File: config.mk
export PLATFORM = sky130hd
export DESIGN_NAME = bit_deser
export DESIGN_NICKNAME = d
export VERILOG_FILES = /design/src/rtl/bit_deser.sv
export SDC_FILE = /design/constraint.sdc
export NUM_CORES = 1
export LEC_CHECK = 0
export CORE_ASPECT_RATIO = 0.9
export CORE_MARGIN = 3
export CORE_UTILIZATION = 35
export CTS_CLUSTER_DIAMETER = 200
export DETAILED_ROUTE_END_ITERATION = 10
export PLACE_DENSITY_LB_ADDON = 0.08
export SLEW_MARGIN = 15
export SYNTH_ARGS = -nofsm -noshare
export SYNTH_HDL_FRONTEND = slang
export SYNTH_SLANG_ARGS = --single-unit
File: constraint.sdc
create_clock -name clk -period 5.65 [get_ports clk]
set_input_delay 1.4125 -clock clk [delete_from_list [all_inputs] [get_ports clk]]
set_output_delay 1.4125 -clock clk [all_outputs]
set_load 0.01 [all_outputs]
File: src/rtl/bit_deser.sv
// Serial-to-parallel deserializer: assembles WIDTH-bit words from a gated bit stream
// and presents them through a 2-entry valid/ready queue with sticky overflow reporting.
module bit_deser #(
  parameter int WIDTH     = 8,
  parameter bit MSB_FIRST = 1'b1
) (
  input  logic             clk,
  input  logic             rst,
  input  logic             din,
  input  logic             din_vld,
  input  logic             sync,
  output logic [WIDTH-1:0] dout,
  output logic             dout_vld,
  input  logic             dout_rdy,
  output logic             ovf,
  input  logic             ovf_clr,
  output logic [15:0]      word_cnt
);

  localparam int CW = $clog2(WIDTH);
  localparam logic [CW-1:0] LAST = CW'(WIDTH - 1);

  logic [CW-1:0]    cnt_q, cnt_d;
  logic [WIDTH-1:0] shift_q, shift_d;
  logic [WIDTH-1:0] q0_q, q0_d, q1_q, q1_d;
  logic [1:0]       qcnt_q, qcnt_d;
  logic             ovf_q, ovf_d;
  logic [15:0]      word_cnt_q, word_cnt_d;

  logic [WIDTH-1:0] shifted, fresh;
  logic             push, pop, drop;

  // Bit assembly; sync restarts alignment and never pushes a word.
  always_comb begin
    shifted = MSB_FIRST ? {shift_q[WIDTH-2:0], din} : {din, shift_q[WIDTH-1:1]};
    fresh   = MSB_FIRST ? {{(WIDTH-1){1'b0}}, din} : {din, {(WIDTH-1){1'b0}}};
    cnt_d   = cnt_q;
    shift_d = shift_q;
    push    = 1'b0;
    if (sync) begin
      cnt_d   = din_vld ? CW'(1) : '0;
      shift_d = din_vld ? fresh : '0;
    end else if (din_vld) begin
      shift_d = shifted;
      if (cnt_q == LAST) begin
        push  = 1'b1;
        cnt_d = '0;
      end else begin
        cnt_d = cnt_q + CW'(1);
      end
    end
  end

  // Output queue: q0 is always the head; a push into a full queue without a pop is dropped.
  always_comb begin
    q0_d   = q0_q;
    q1_d   = q1_q;
    qcnt_d = qcnt_q;
    drop   = 1'b0;
    pop    = (qcnt_q != 2'd0) && dout_rdy;
    case (qcnt_q)
      2'd0: begin
        if (push) begin
          q0_d   = shifted;
          qcnt_d = 2'd1;
        end
      end
      2'd1: begin
        case ({push, pop})
          2'b10: begin
            q1_d   = shifted;
            qcnt_d = 2'd2;
          end
          2'b01: qcnt_d = 2'd0;
          2'b11: q0_d = shifted;
          default: ;
        endcase
      end
      default: begin
        if (pop) begin
          q0_d = q1_q;
          if (push) q1_d = shifted;
          else      qcnt_d = 2'd1;
        end else if (push) begin
          drop = 1'b1;
        end
      end
    endcase
    ovf_d      = drop ? 1'b1 : (ovf_clr ? 1'b0 : ovf_q);
    word_cnt_d = word_cnt_q + {15'd0, pop};
  end

  always_ff @(posedge clk) begin
    if (rst) begin
      cnt_q      <= '0;
      shift_q    <= '0;
      q0_q       <= '0;
      q1_q       <= '0;
      qcnt_q     <= 2'd0;
      ovf_q      <= 1'b0;
      word_cnt_q <= 16'd0;
    end else begin
      cnt_q      <= cnt_d;
      shift_q    <= shift_d;
      q0_q       <= q0_d;
      q1_q       <= q1_d;
      qcnt_q     <= qcnt_d;
      ovf_q      <= ovf_d;
      word_cnt_q <= word_cnt_d;
    end
  end

  assign dout     = q0_q;
  assign dout_vld = (qcnt_q != 2'd0);
  assign ovf      = ovf_q;
  assign word_cnt = word_cnt_q;

endmodule

==> CHANGELOG.md, run 1 <==
## Implementation

* Synthesized instance count at 242
* CP peak stage delay at 0.71 ns
* Worst Hold End: ovf
* Clock Tree Buf Depth at 2
* Syn Area/Cell at 9.28 um^2
* Top logic cells by instance count in the layout: dfxtp_1, clkdlybuf4s50_1, nor2_1
* Tool warning count at 29
* Reg2Reg Launch Point: qcnt_q[1]
* Max_cap viols at 0
* CP startpoint kind: input pin
* Post-DRT Antenna Nets at 0
* Setup Crit Path Kind: input pin to flop
* Xor and xnor fraction of the mapped netlist area at 1.17%
* Min Tclk post-route at 3.44 ns
* P_leak at 1.05 nW
* YS chip area at 2250 um^2
* Status: finished clean
* Top cells by area: dfxtp_1, mux2i_1, nand2b_1
* Yosys simple share at 26.4%
* Drt pass-1 iters at 4
* Gp weighted congestion at 0.764
* Worst Path Buf+Inv at 3
* Vias per cell at 4.88
* VDD IR max at 0.0000971 V
* Worst hold path class: flop to flop
* Crit-path cells: clkdlybuf4s50_1 > nand2_1 > inv_1 > ha_1 > ha_1 > inv_1 > nor4_1 > mux2_2
* Type of destination of the critical path: flop
* Most common cell in the netlist: dfxtp_1
* Final HPWL DP at 3.34 mm
* Min-delay src: ovf
* Die ar. at 7420 um^2
* Placed Cells at 347
* Io pins at 33
* Complex Gates by Area at 14.2%
* Top-area cell share at 40.1%
* Most frequent cells after synthesis: dfxtp_1, nor2_1, nand2b_1
* PostCTS Resize Cnt at 0
* First-pass GRT wire length at 7.81 mm
* Ys flops at 45
* CTS sink cnt at 45
* Share of layout cells above drive strength 1 at 7.84%
* Setup TNS at 0 ns
* # Cells Yosys at 242
* Peak Freq at 0.291 GHz
* Cycle use final at 60.9%
* Largest area contributor in the netlist: dfxtp_1
* CTS Buf Count at 5
* Final Net Count at 282
==> run 1: per-layer routing <==
layer | GRT usage, % | vias to the layer above | share of wire, % | wire, um
met5 | 0 | - | 0 | 0
met4 | 4.13 | 0 | 0.58 | 27
met3 | 3.02 | 2 | 4.1 | 189
met2 | 17.5 | 26 | 37 | 1730
met1 | 20.5 | 781 | 58 | 2670
li1 | - | 922 | - | -
==> run 1: worst max-delay path by stage <==
stage,endpoint,start,slack (ns),cells after the start
3_5_place_dp,word_cnt[14],dout_rdy,1.90,8
3_3_place_gp,word_cnt[14],dout_rdy,1.93,8
6_report,word_cnt[14],dout_rdy,2.21,8
4_1_cts,word_cnt[14],dout_rdy,2.22,8
2_1_floorplan,word_cnt[14],dout_rdy,2.57,8
5_1_grt,word_cnt[10],dout_rdy,2.05,8
==> run 1: layout make-up <==
type	instances	area, um^2	share of cell area [%]
multi-input combinational	177	1250	46.3
sequential	45	901	33.3
timing repair buffer	33	323	11.9
tap	87	109	4.02
clock buffer	7	96.3	3.56
inverter	5	18.8	0.694
clock inverter	1	5.00	0.185
==> run 1: power by group <==
group          switching [mW]  leakage, nW  total (mW)  internal, mW
sequential            0.00108        0.363       0.319         0.318
combinational          0.0152        0.633      0.0262        0.0110
clock                   0.107       0.0542       0.217         0.111
==> run 1: state kept, by name, summed over array words and instances, names as in the netlist <==
signal	count
ovf	1
cnt_q	3
dout	8
word_cnt	16
qcnt_q	2
shift_q	7
q1_q	8
==> run 1: stage by stage <==
| step | instance area [um^2] | hold slack (ns) |
|---|---|---|
| 2_1_floorplan | 2250 | 0.448 |
| 3_3_place_gp | 2600 | 0.459 |
| 3_5_place_dp | 2600 | 0.464 |
| 4_1_cts | 2710 | 0.476 |
| 5_1_grt | 2710 | 0.495 |
| 6_report | 2710 | 0.472 |
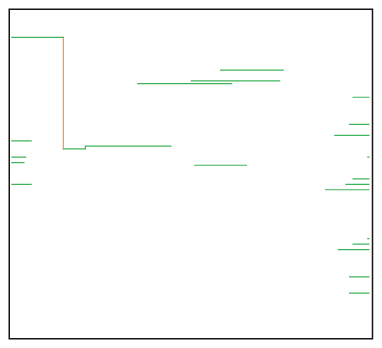
(run_1/wires.png)
Scale: 4 px per um. Only two layers are drawn.
legend:
  metal 3:
    color: green
    wire_length: 190 um
  metal 4:
    color: orange
    wire_length: 27.9 um

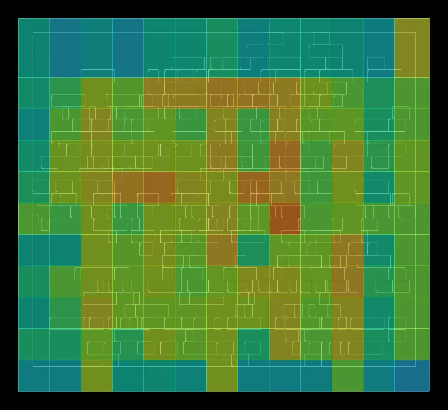
(run_1/congestion.png)
Core Util, Final: 43.8%
grt met3 use: 3.02%
grt met2 use: 17.5%

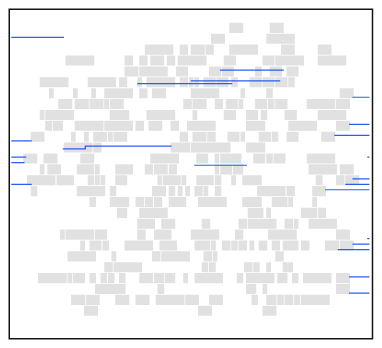
(run_1/layer_met3.png)
Scale: 4 px per um. Cells faint in the background.
wire length on this layer: 190 um
nets with wire on the layer: 21
share of all routed wire: 4.1%
final WL: 4.62 mm
vias: 1731

==> run_1/layer_met1.png <==
Scale: 6 px per um. Supply wires on this layer in gray. Cells faint in the background.
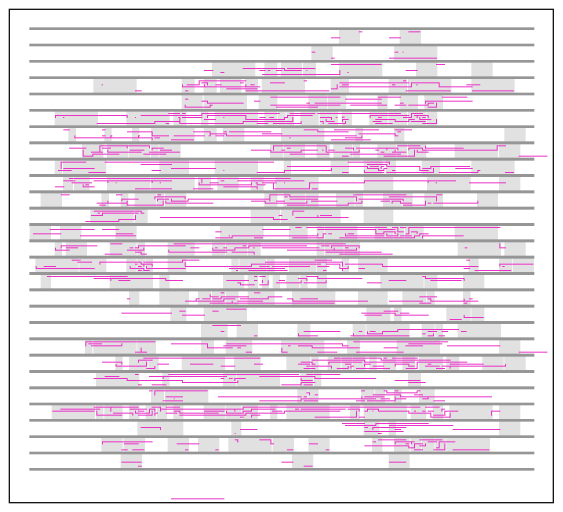

==> run 2: changes to the inputs <==
clock period = 2.8 ns   (was 5.65 ns; I/O delays follow)
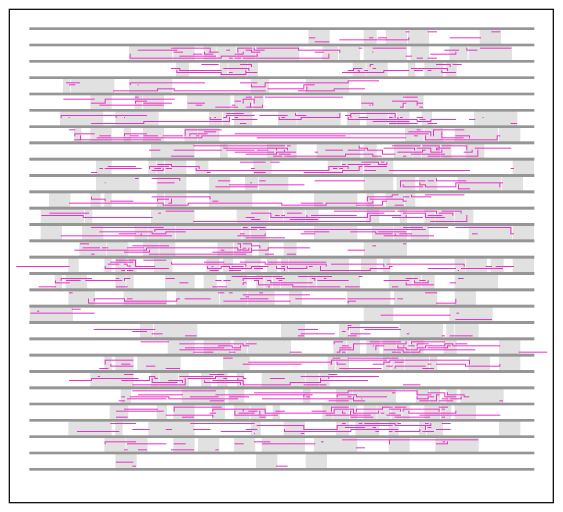
(run_2/layer_met1.png)
Scale: 6 px per um. Supply wires on this layer in gray. Cells faint in the background.
wire length on this layer: 2750 um
nets with wire on the layer: 262
share of all routed wire: 56%
longest straight run: 32.2 um
final WL: 4.92 mm
vias: 1766

==> CHANGELOG.md, run 2 <==
## Implementation

* Vias per cell at 4.88 (about the same)
* Most common cell in the netlist: dfxtp_1
* Most frequent cells after synthesis: dfxtp_1, nor2_1, nand2b_1
* Status: finished clean
* Tool warning count at 29 (unchanged)
* CTS sink cnt at 45 (unchanged)
* Setup TNS at 0 ns (unchanged)
* Type of destination of the critical path: flop
* Worst Path Buf+Inv at 3 (unchanged)
* WL met2 at 1.93 mm (+12%)
* # Cells Yosys at 242 (unchanged)
* CTS Buf Count at 5 (unchanged)
* First-pass GRT wire length at 8.31 mm (+6.4%)
* PostCTS Resize Cnt at 0 (unchanged)
* Clock Tree Buf Depth at 2 (unchanged)
* Final Net Count at 289 (+2.5%)
* Top cells by area: dfxtp_1, mux2i_1, nand2b_1
* VDD IR max at 0.000228 V (+140%)
* Drt pass-1 iters at 4 (unchanged)
* WL met3 at 192 um (+1.6%)
* Setup Crit Path Kind: input pin to flop
* Hold WS at 0.471 ns (-0.000816 ns)
* Io pins at 33 (unchanged)
* Max FFs per register at 16 (unchanged)
* YS chip area at 2250 um^2 (unchanged)
* Min-delay src: ovf
* Post-DRT Antenna Nets at 0 (unchanged)
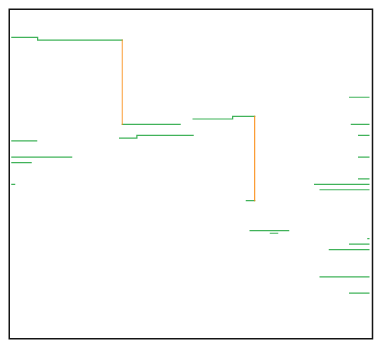
(run_2/wires.png)
Scale: 4 px per um. Only two layers are drawn.
legend:
  metal 3:
    color: green
    wire_length: 193 um
  metal 4:
    color: orange
    wire_length: 42.2 um

run 2: netlist changes by cell type in the layout (fill, tap and decap cells not counted), sizes merged:
cell / change
buf: +7
clkinv: -1
bufinv: +1
run 2: cell type report:
type,instances,area [um^2],share of cell area [%]
flip-flops and latches,45,901,32.3
repair buffers,40,388,13.9
multi-input cells,177,1250,45.0
inverters,5,18.8,0.674
clock inverters,1,30.0,1.08
well taps,87,109,3.91
clock buffers,7,86.3,3.10
run 2: layer usage:
layer  global-route usage [%]  vias up
li1                         -      936
met1                     20.3      800
met2                     20.2       26
met3                     3.57        4
met4                     4.13        0
met5                        0        -
run 2: cells by family (layout without fill, tap and decap cells):
family / count (synthesis) / in the layout / synth area share (%)
adders and majority gates: 8 / 8 / 4.46
xor gates and xnor gates: 3 / 3 / 1.17
DFF: 45 / 45 / 40.1
and+or+nand+nor: 104 / 104 / 26.4
AOI/OAI and AO/OA: 41 / 41 / 14.2
buffers and inverters: 20 / 53 / 4.12
muxes: 21 / 21 / 9.64
run 2: path summary, 6_finish.rpt:
check        slack, ns      endpoint  depth (start not counted)
min reg2reg       0.47           ovf                          2
min               0.47           ovf                          2
max reg2reg       0.71  word_cnt[14]                          8
max               0.40  word_cnt[14]                          8
run 2: metrics by stage:
step / instance area [um^2] / utilization (%) / power, mW / worst slack [ns] / instances
after floorplan: 2250 / - / 0.695 / 0.437 / 242
after global placement: 2670 / 43.2 / 0.717 / 0.146 / 354
after detailed placement: 2670 / 43.2 / 0.716 / 0.0541 / 354
after CTS: 2790 / 45.1 / 1.23 / 0.380 / 362
after global routing: 2790 / 45.1 / 1.26 / 0.250 / 362
final: 2790 / 45.1 / 1.21 / 0.404 / 362
run 2: report_power, final:
group | switching, mW | internal, mW
clock network | 0.221 | 0.291
logic | 0.0324 | 0.0248
registers | 0.00251 | 0.642
==> run_2/layer_met3.png <==
Scale: 4 px per um. Cells faint in the background.
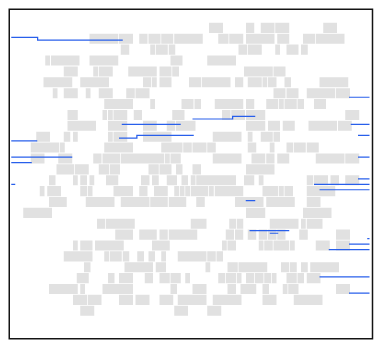

==> run 3: changes to the inputs <==
MAX_ROUTING_LAYER = met4   (was default)
SETUP_SLACK_MARGIN = 0.05   (was default)
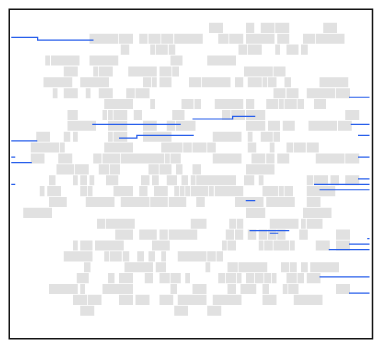
(run_3/layer_met3.png)
Scale: 4 px per um. Cells faint in the background.
nets with wire on the layer: 20
wire length on this layer: 178 um
longest straight run: 21.8 um
share of all routed wire: 3.6%
vias: 1765
grt met3 use: 3.39%
final WL: 4.91 mm

==> CHANGELOG.md, run 3 <==
## Implementation

* Status: finished clean
* Final Power at 1.21 mW (-0.12%)
* Top cells by area: dfxtp_1, mux2i_1, nand2b_1
* Max FFs per register at 16 (unchanged)
* End of the critical path: word_cnt[14]
* Reg2reg end: word_cnt[14]
* WL met2 at 1.93 mm (unchanged)
* Vias per cell at 4.88 (about the same)
* Sw Share at 21.0% (-0.091 points)
* Clk pwr share at 42.2% (about the same)
* CTS Buf Count at 5 (unchanged)
* YS chip area at 2250 um^2 (unchanged)
* Int Pwr at 0.958 mW (about the same)
* Final Net Count at 289 (unchanged)
* Combinational share of power at 4.7% (about the same)
* Type of destination of the critical path: flop
* Hold WS at 0.471 ns (+0.0000900 ns)
* # Cells Yosys at 242 (unchanged)
* Most common cell in the netlist: dfxtp_1
* First-pass GRT wire length at 8.31 mm (unchanged)
* Post-DP Area at 2670 um^2 (unchanged)
* Remaining DRCs at 0
* PostCTS Resize Cnt at 0 (unchanged)
* Post-DRT Antenna Nets at 0 (unchanged)
* CTS sink cnt at 45 (unchanged)
* Tool warning count at 29 (unchanged)
* Final Worst Setup Slack at 0.404 ns (-0.000304 ns)
* Clock Tree Buf Depth at 2 (unchanged)
* Setup TNS at 0 ns (unchanged)
* Most frequent cells after synthesis: dfxtp_1, nor2_1, nand2b_1
* Sequential Area at 901 um^2 (unchanged)
* Setup slack, reg-to-reg at 0.71 ns (about the same)
* Io pins at 33 (unchanged)
* WL met3 at 178 um (-7.3%)
* Logic area at 1250 um^2 (unchanged)
* Initial antenna violation count at 0
* Gp weighted congestion at 0.746
* Drt pass-1 iters at 4 (unchanged)
* Reg2Reg Depth at 8 (unchanged)
* Design Area, Final at 2790 um^2 (unchanged)
* Placed Cells at 354 (unchanged)
* Post-route insts no fill at 362 (unchanged)
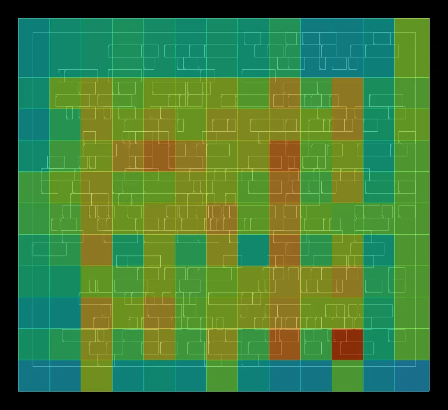
(run_3/congestion.png)
Most Crowded Layer GR: met2
met1 Use GR: 20.2%
Core Util, Final: 45.1%

-- run 3: cell counts after synthesis --
Identical to the previous run, type by type.
-- run 3: critical path, stage by stage --
cell	delay [ns]
clkdlybuf4s50_1	0.51
nand2_1	0.09
inv_1	0.13
ha_1	0.17
ha_1	0.23
inv_1	0.08
nor4_1	0.31
mux2_2	0.37
-- run 3: cell families (layout without fill, tap and decap cells) --
kind of cell | after synthesis | in the layout | synth area share [%]
simple gates | 104 | 104 | 26.4
flops | 45 | 45 | 40.1
compound gates | 41 | 41 | 14.2
mux | 21 | 21 | 9.64
buf+inv | 20 | 53 | 4.12
fa+ha+maj | 8 | 8 | 4.46
xor+xnor | 3 | 3 | 1.17
-- run 3: how the worst min path moves through the flow --
stage                          to  slack [ns]     from  cells past startpoint
after floorplan           q1_q[0]        0.45  q1_q[0]                      2
after detailed placement  q1_q[7]        0.46  q1_q[7]                      2
after global routing      q1_q[1]        0.50  q1_q[1]                      2
final                         ovf        0.47      ovf                      2
after CTS                 q1_q[1]        0.48  q1_q[1]                      2
after global placement        ovf        0.46      ovf                      2
-- run 3: power by group through the flow --
stage          Sequential, mW  Combinational (mW)  Clock, mW
2_1_floorplan           0.658              0.0373          0
3_3_place_gp            0.659              0.0574          0
3_5_place_dp            0.659              0.0573          0
4_1_cts                 0.644              0.0575      0.532
5_1_grt                 0.645              0.0626      0.553
6_report                0.644              0.0572      0.511
-- run 3: final cells by class --
cell class                 count  share of cell area, %
clock buffer                   7                   3.10
sequential                    45                   32.3
inverter                       5                  0.674
multi-input combinational    177                   45.0
timing repair buffer          40                   13.9
tap                           87                   3.91
clock inverter                 1                   1.08
-- run 3: routing by layer --
layer	GRT usage, %	up-vias
met3	3.39	4
met5	-	-
met1	20.2	796
met4	4.13	0
met2	20.4	26
li1	-	939
Power and IR drop assume default switching activity.
